**Signal wires on met1**

Cells faint in the background.
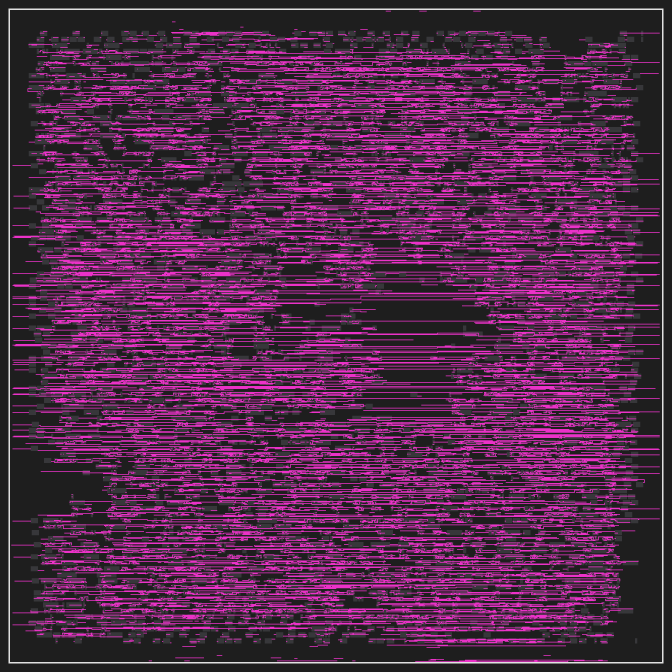
**The metal 2 layer**

Scale bar: 100 µm.
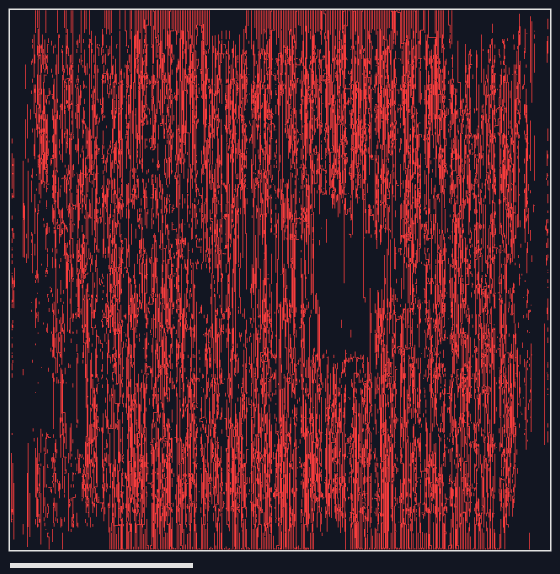
**Met3 routing**

Scale bar: 100 µm.
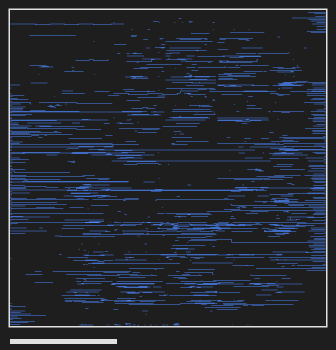
**The metal 4 layer**

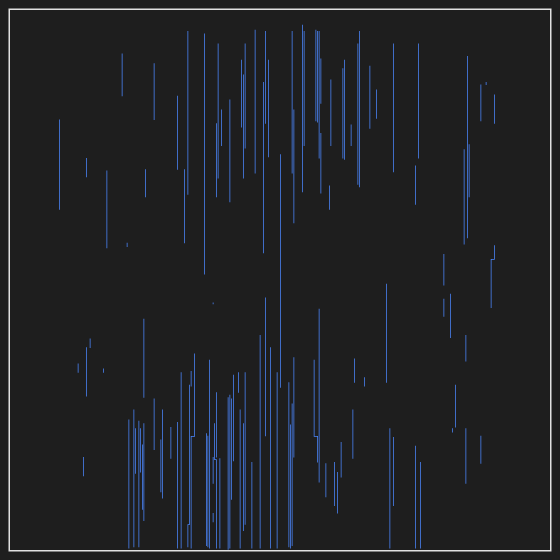
**src/rtl/dmem_line_responder_pkg.sv**
```systemverilog
// Shared types for the dmem line responder: FSM state encoding, captured request, line size default.
package dmem_line_responder_pkg;

  localparam int DMEM_LINE_BYTES = 32;

  typedef enum logic [1:0] {
    dresp_idle_s,
    dresp_wb_s,
    dresp_fill_s,
    dresp_resp_s
  } dmem_resp_state_t;

  typedef struct packed {
    logic [31:0] addr;
    logic        store;
    logic [3:0]  wmask;
    logic [31:0] wdata;
  } dmem_req_t;

endpackage

```
**src/rtl/dmem_line_responder_line_buffer.sv**
```systemverilog
// One-line data store: full-line load, byte-enabled word write, combinational word read.
// A write in the same cycle as a load merges over the incoming line.
module dmem_line_buffer
  import dmem_line_responder_pkg::*;
#(
  parameter  int LINE_BYTES = DMEM_LINE_BYTES,
  localparam int LINE_W     = 8 * LINE_BYTES,
  localparam int NUM_WORDS  = LINE_BYTES / 4,
  localparam int IDX_W      = $clog2(NUM_WORDS)
) (
  input  logic              clk,
  input  logic              rst,
  input  logic              load_en,
  input  logic [LINE_W-1:0] load_data,
  input  logic              wr_en,
  input  logic [IDX_W-1:0]  idx,
  input  logic [3:0]        wr_mask,
  input  logic [31:0]       wr_data,
  output logic [31:0]       rd_word,
  output logic [LINE_W-1:0] line
);

  logic [NUM_WORDS-1:0][31:0] words;

  for (genvar w = 0; w < NUM_WORDS; w++) begin : g_word
    logic [31:0] word_q;

    always_ff @(posedge clk) begin
      if (!rst) begin
        word_q <= '0;
      end else begin
        if (load_en) word_q <= load_data[w*32 +: 32];
        if (wr_en && idx == IDX_W'(w)) begin
          for (int b = 0; b < 4; b++)
            if (wr_mask[b]) word_q[b*8 +: 8] <= wr_data[b*8 +: 8];
        end
      end
    end

    assign words[w] = word_q;
  end

  assign rd_word = words[idx];
  assign line    = words;

endmodule

```
**src/rtl/dmem_line_responder.sv**
```systemverilog
// Single-line dmem responder between LSQ and line-wide backing memory (hit / writeback / fill).
// DMEM_PERF_CNT_EN adds hit_count / miss_count ports.
module dmem_line_responder
  import dmem_line_responder_pkg::*;
#(
  parameter  int LINE_BYTES = DMEM_LINE_BYTES,
  localparam int LINE_W     = 8 * LINE_BYTES
) (
  input  logic              clk,
  input  logic              rst,
  input  logic [31:0]       dmem_addr,
  input  logic              dmem_rmask,
  input  logic [3:0]        dmem_wmask,
  input  logic [31:0]       dmem_wdata,
  output logic [31:0]       dmem_rdata,
  output logic              dmem_resp,
  output logic [31:0]       mem_addr,
  output logic              mem_read,
  output logic              mem_write,
  output logic [LINE_W-1:0] mem_wdata,
  input  logic [LINE_W-1:0] mem_rdata,
  input  logic              mem_resp
`ifdef DMEM_PERF_CNT_EN
  ,
  output logic [31:0]       hit_count,
  output logic [31:0]       miss_count
`endif
);

  localparam int OFF_W     = $clog2(LINE_BYTES);
  localparam int TAG_W     = 32 - OFF_W;
  localparam int NUM_WORDS = LINE_BYTES / 4;
  localparam int IDX_W     = OFF_W - 2;

  dmem_resp_state_t state;
  dmem_req_t        req_q;
  logic [TAG_W-1:0] buf_tag;
  logic             valid, dirty;

  logic             req_now, is_store, hit;
  logic             buf_load, buf_wr;
  logic [IDX_W-1:0] buf_idx;
  logic [3:0]       buf_mask;
  logic [31:0]      buf_wdata, buf_rd_word, fill_word;
  logic [NUM_WORDS-1:0][31:0] fill_words;
  logic [3:0]       unused_addr_lsb;

  assign is_store        = |dmem_wmask;
  assign req_now         = dmem_rmask | is_store;
  assign hit             = valid && (buf_tag == dmem_addr[31:OFF_W]);
  assign fill_words      = mem_rdata;
  assign fill_word       = fill_words[req_q.addr[OFF_W-1:2]];
  assign unused_addr_lsb = {dmem_addr[1:0], req_q.addr[1:0]};

  // Hit stores write from the live request; fill-time stores merge into the incoming line.
  always_comb begin
    buf_load  = 1'b0;
    buf_wr    = 1'b0;
    buf_idx   = dmem_addr[OFF_W-1:2];
    buf_mask  = dmem_wmask;
    buf_wdata = dmem_wdata;
    case (state)
      dresp_idle_s: buf_wr = req_now && hit && is_store;
      dresp_fill_s: begin
        buf_load  = mem_resp;
        buf_wr    = mem_resp && req_q.store;
        buf_idx   = req_q.addr[OFF_W-1:2];
        buf_mask  = req_q.wmask;
        buf_wdata = req_q.wdata;
      end
      default: ;
    endcase
  end

  dmem_line_buffer #(.LINE_BYTES(LINE_BYTES)) u_line_buffer (
    .clk       (clk),
    .rst       (rst),
    .load_en   (buf_load),
    .load_data (mem_rdata),
    .wr_en     (buf_wr),
    .idx       (buf_idx),
    .wr_mask   (buf_mask),
    .wr_data   (buf_wdata),
    .rd_word   (buf_rd_word),
    .line      (mem_wdata)
  );

  always_ff @(posedge clk) begin
    if (!rst) begin
      state      <= dresp_idle_s;
      req_q      <= '0;
      buf_tag    <= '0;
      valid      <= 1'b0;
      dirty      <= 1'b0;
      dmem_rdata <= '0;
      dmem_resp  <= 1'b0;
      mem_addr   <= '0;
      mem_read   <= 1'b0;
      mem_write  <= 1'b0;
    end else begin
      case (state)
        dresp_idle_s: begin
          if (req_now) begin
            req_q <= '{addr: dmem_addr, store: is_store, wmask: dmem_wmask, wdata: dmem_wdata};
            if (hit) begin
              state      <= dresp_resp_s;
              dmem_resp  <= 1'b1;
              dmem_rdata <= buf_rd_word;
              if (is_store) dirty <= 1'b1;
            end else if (dirty) begin
              state     <= dresp_wb_s;
              mem_write <= 1'b1;
              mem_addr  <= {buf_tag, {OFF_W{1'b0}}};
            end else begin
              state    <= dresp_fill_s;
              mem_read <= 1'b1;
              mem_addr <= {dmem_addr[31:OFF_W], {OFF_W{1'b0}}};
            end
          end
        end
        dresp_wb_s: begin
          if (mem_resp) begin
            state     <= dresp_fill_s;
            dirty     <= 1'b0;
            mem_write <= 1'b0;
            mem_read  <= 1'b1;
            mem_addr  <= {req_q.addr[31:OFF_W], {OFF_W{1'b0}}};
          end
        end
        dresp_fill_s: begin
          if (mem_resp) begin
            state      <= dresp_resp_s;
            mem_read   <= 1'b0;
            mem_addr   <= '0;
            buf_tag    <= req_q.addr[31:OFF_W];
            valid      <= 1'b1;
            dirty      <= req_q.store;
            dmem_resp  <= 1'b1;
            dmem_rdata <= fill_word;
          end
        end
        dresp_resp_s: begin
          state     <= dresp_idle_s;
          dmem_resp <= 1'b0;
        end
        default: state <= dresp_idle_s;
      endcase
    end
  end

`ifdef DMEM_PERF_CNT_EN
  always_ff @(posedge clk) begin
    if (!rst) begin
      hit_count  <= '0;
      miss_count <= '0;
    end else if (state == dresp_idle_s && req_now) begin
      if (hit) hit_count  <= hit_count + 32'd1;
      else     miss_count <= miss_count + 32'd1;
    end
  end
`endif

  // The initiator must hold its request while the line is being moved.
  always_ff @(posedge clk) begin
    if (rst && (state == dresp_wb_s || state == dresp_fill_s))
      assert (dmem_addr == req_q.addr && is_store == req_q.store);
    if (rst)
      assert (!(mem_read && mem_write));
  end

endmodule

```
**config.mk**
```make
export PLATFORM = sky130hd
export DESIGN_NAME = dmem_line_responder
export DESIGN_NICKNAME = d
export VERILOG_FILES = /design/src/rtl/dmem_line_responder_pkg.sv /design/src/rtl/dmem_line_responder_line_buffer.sv /design/src/rtl/dmem_line_responder.sv
export SDC_FILE = /design/constraint.sdc
export NUM_CORES = 1
export LEC_CHECK = 0
export ABC_AREA = 1
export CORE_MARGIN = 8
export CORE_UTILIZATION = 35
export DETAILED_ROUTE_END_ITERATION = 6
export PLACE_DENSITY_LB_ADDON = 0.05
export SLEW_MARGIN = 20
export SYNTH_ARGS = -nofsm -noshare
export SYNTH_HDL_FRONTEND = slang
export SYNTH_SLANG_ARGS = --single-unit
```
**constraint.sdc**
```tcl
create_clock -name clk -period 6.65 [get_ports clk]
set_input_delay 0.9975 -clock clk [delete_from_list [all_inputs] [get_ports clk]]
set_output_delay 0.9975 -clock clk [all_outputs]
set_load 0.02 [all_outputs]
```
==> out/writeup.txt <==
The flow ran to the end, and the final reports show no timing, DRC or antenna violations. The tools report the root buffer cell as sky130_fd_sc_hd__clkbuf_16. After detailed routing, the number of vias per cell comes to 5.28. According to the floorplan log, the row count is 102. In the finished design, the share of the clock period the worst path needs comes to 67.3%. The mean area per synthesized cell is 5.74 µm².

The signed area change from the synthesized netlist to the final layout was 32.1%. The run gives 1170 ps for the slew at the pin closest to its max-slew limit. The data arrival at the endpoint of the critical path is 4920 ps, and the tally of nets with antenna violations remaining after routing is 0. For this run, global-route usage on met2 was measured as 49.0%. Entering global routing, the biggest net connects 178 pins. Global routing consumed, over all layers together, 32.0% of the routing resources. The worst path buffer plus inverter count is 3.

The post-route clock skew came out at 19.2 ps. For reference, the critical path cell chain is inv_1 > ha_2 > buf_4 > nand2_1 > o21ai_1 > nand2_4 > nor2_4 > buf_4 > nand2_2 > nand2_1 > a21oi_1. Final count of negative-setup-slack endpoints: 0.

TritonRoute reported its final design rule violation total as 0. The core region is 77200 µm². Per the detail_route log, met2 wirelength is 64.4 mm. The tools report the number of antenna violations at the first check in global routing as 28. The detailed router used layers up to and including met5. For the global-route wire length before repair, the log shows 209 mm. The met3 track demand over resource was 8.05%. 651 I/O pins were placed. CTS saw 416 sinks. Per the skew report, the later register of the worst-skew pair sees a clock latency of 620 ps. The netlist uses 28 different library cells. Broken down by cell family, the worst path's largest delay share belongs to simple AND/OR/NAND/NOR gates. Category of the worst setup path capture point: a register. The number of global-route vias before repair is 30.1k, and the count of warning messages emitted by the tools is 53.

The launch point of the critical path was reported as state[0]. The total number of H-tree levels was 2; the clock-pin slew on the worst setup and hold paths was 60 ps. After detailed routing, the average wire length per cell comes to 23.6 µm. The pre-antenna-repair detailed-routing pass consisted of 6 iterations. The run gives 0 for the number of setup buffers added after CTS.

met1 track demand over resource after global routing is 42.9%. The tools report the peak clock frequency supported by timing as 223 MHz. Per the STA report, the cell with the highest stage delay on the worst path is sky130_fd_sc_hd__nand2_2.

Per STA, the endpoint of the critical path is u_line_buffer.g_word[1].word_q[5]. Per the Yosys statistics, synthesis produced 4737 cells. On the worst path, the slowest cell contributes a delay of 790 ps.

The routed wirelength on the met1 layer is recorded as 61.7 mm. Note, the detailed placer reported a final HPWL of 99.9 mm. The number of clock buffers added by TritonCTS is 52. With the post-route core utilization at 46.5%, the via count of the routed design is 32.9k. The met3 layer wire length in the routed design came out at 15.2 mm.

Buffers placed on the I/O ports in this run total 643. STA puts the critical path data required time at 7100 ps. The run gives 147 mm as the overall routed net length.

Counting only logic cells after layout, the most numerous master is sky130_fd_sc_hd__nand2_1. The category of the worst setup path launch point was a register. The number of nets in the final layout is 5473, and the number of buffers between clock root and the deepest sink is 3. The number of fill cells was 8282. After clock tree synthesis, the flow added hold-fix buffers numbering 0. For the leakage component of the power, the log shows 14.1 nW.

The synthesized netlist occupies a cell area of 27200 µm². The violation tally recorded at the end of detailed-routing iteration 0 is 3383. The synthesis log from Yosys contains 0 warnings. The smallest clock period supported by the final layout is computed as 4480 ps. The report lists the power per cell area as 393 nW/µm².

In this run the VDD rail shows a maximum IR drop of 0.000268 V. The leftover overflow at the end of global routing was 0; the full die area was 86900 µm². The async set or reset register ratio after synthesis was 0%; the die extent in y was 295 µm. Hold-check failures listed in the final report amount to 0. The length in cells of the worst reg-to-reg path works out to 11. Setup repair after global routing left no endpoint under its margin.

The total of max-cap violations came out at 0. Checking hold timing, the worst path is listed with class reg -> reg. With the number of instances in the synthesized netlist at 4737, the cell depth of the worst setup path is 11. The routing layer with the top usage in global route was met2.

The congestion estimate from routability-driven global placement came to 0.935. In the final layout, the share of cells above drive strength 1 is 3.84%. In the floorplan report the effective utilization is 35.2%.

Of all nets on the critical path, the largest fanout is 42. In the layout the commonest cells are sky130_fd_sc_hd__nand2_1, sky130_fd_sc_hd__inv_1, sky130_fd_sc_hd__o21ai_0. The die is 295 µm wide. In the synthesis report, Yosys lists the chip area as 27200 µm².

The number of cells traversed by the worst hold path works out to 2. The timing report gives the worst reg2reg path a setup slack of 2170 ps. Pins over their slew limit in the final report were tallied at 0. The number of synthesized flops with an enable pin was 0. The critical path is of the reg -> reg type.

Number of resized instances in the post-cts repair step: 0. The tools report the worst flop-to-flop path endpoint as u_line_buffer.g_word[1].word_q[5]. TritonCTS built the clock tree.

Final total power: 14.1 mW. In this run the critical register-to-register path is launched from state[0]. After synthesis the netlist holds a flip-flop and latch count of 416.
Notes on 'signal wires on met1' above:
main direction: horizontal
share of all routed wire: 42%
nets with wire on the layer: 5074
wire length on this layer: 61.7 mm
longest straight run: 116 µm

Notes on 'the metal 2 layer' above:
wire length on this layer: 64.4 mm
nets with wire on the layer: 3905
longest straight run: 89.8 µm
share of all routed wire: 44%
main direction: vertical

Notes on 'met3 routing' above:
wire length on this layer: 15200 µm
share of all routed wire: 10%
longest straight run: 148 µm
main direction: horizontal

Notes on 'the metal 4 layer' above:
longest straight run: 131 µm
nets with wire on the layer: 90

## per-stage QoR
| step | setup WS (ps) | instance area (µm²) | hold slack, ps | cells |
|---|---|---|---|---|
| 3_3_place_gp | 2010 | 34200 | 451 | 6125 |
| 3_5_place_dp | 2000 | 34200 | 456 | 6125 |
| 5_1_grt | 1980 | 35900 | 497 | 6232 |
| 2_1_floorplan | 4130 | 27200 | 441 | 4741 |
| 6_report | 2170 | 35900 | 465 | 6239 |
| 4_1_cts | 2220 | 35900 | 465 | 6217 |
## cell usage after synthesis (2+ instances only)
cell type                     n  area share (%)
sky130_fd_sc_hd__a21oi_1    694              13
sky130_fd_sc_hd__nand2_1    930              13
sky130_fd_sc_hd__or2_1       28            0.64
sky130_fd_sc_hd__inv_1      765              11
sky130_fd_sc_hd__o21ai_0    740              14
sky130_fd_sc_hd__buf_4        5            0.14
sky130_fd_sc_hd__nand3_1    395             7.3
sky130_fd_sc_hd__buf_2       56             1.0
sky130_fd_sc_hd__a2bb2oi_1    2           0.064
sky130_fd_sc_hd__clkinv_1     3           0.041
sky130_fd_sc_hd__nand4_1      4           0.092
sky130_fd_sc_hd__xnor2_1      2           0.064
sky130_fd_sc_hd__inv_2       27            0.37
sky130_fd_sc_hd__a22oi_1     25            0.69
sky130_fd_sc_hd__nor2_1     332             4.6
sky130_fd_sc_hd__clkbuf_1   250             3.4
sky130_fd_sc_hd__nor2_2       2           0.046
sky130_fd_sc_hd__dfxtp_1    416              31
sky130_fd_sc_hd__buf_1       39            0.54
sky130_fd_sc_hd__or2_2        4           0.092
sky130_fd_sc_hd__o21ai_1      6            0.11
sky130_fd_sc_hd__ha_1         6            0.28
## area by class of cell
class	instances	area [µm²]	area share, %
Multi-Input combinational cell	3180	14700	40.9
Sequential cell	416	8340	23.2
Timing Repair Buffer	694	6870	19.1
Inverter	795	3000	8.34
Clock buffer	83	1610	4.48
Tap cell	1040	1300	3.62
Antenna cell	22	55.1	0.153
Clock inverter	9	52.6	0.146
## how the worst min path moves through the flow
stage               startpoint    endpoint  slack, ps
CTS                  req_q[36]   req_q[36]        460
global placement     req_q[36]   req_q[36]        450
finish               req_q[36]   req_q[36]        470
detailed placement   req_q[36]   req_q[36]        460
global route        buf_tag[7]  buf_tag[7]        500
floorplan            req_q[36]   req_q[36]        440
## where the power goes
group,total [mW],switching (mW),internal [mW],leakage [nW]
Clock,2.88,1.24,1.64,0.827
Sequential,3.52,0.432,3.08,3.41
Combinational,7.73,5.42,2.31,9.88
## flip-flops by register name, summed over array words and instances (netlist names)
name                         cells
dmem_rdata                      32
mem_addr                        27
state                            2
valid                            1
dmem_resp                        1
req_q                           67
u_line_buffer.g_word.word_q    256
mem_write                        1
mem_read                         1
buf_tag                         27
dirty                            1
## kinds of logic after synthesis
group                    Yosys count  share of synthesized area (%)
flip-flops                       416                           30.6
adder cells (fa/ha/maj)            6                          0.276
buffers and inverters           1145                           16.1
XOR/XNOR                           2                         0.0644
other                              1                         0.0138
AND/OR/NAND/NOR                 1696                           25.6
AND-OR/OR-AND                   1471                           27.3
Power is estimated from default activity; no workload was simulated.
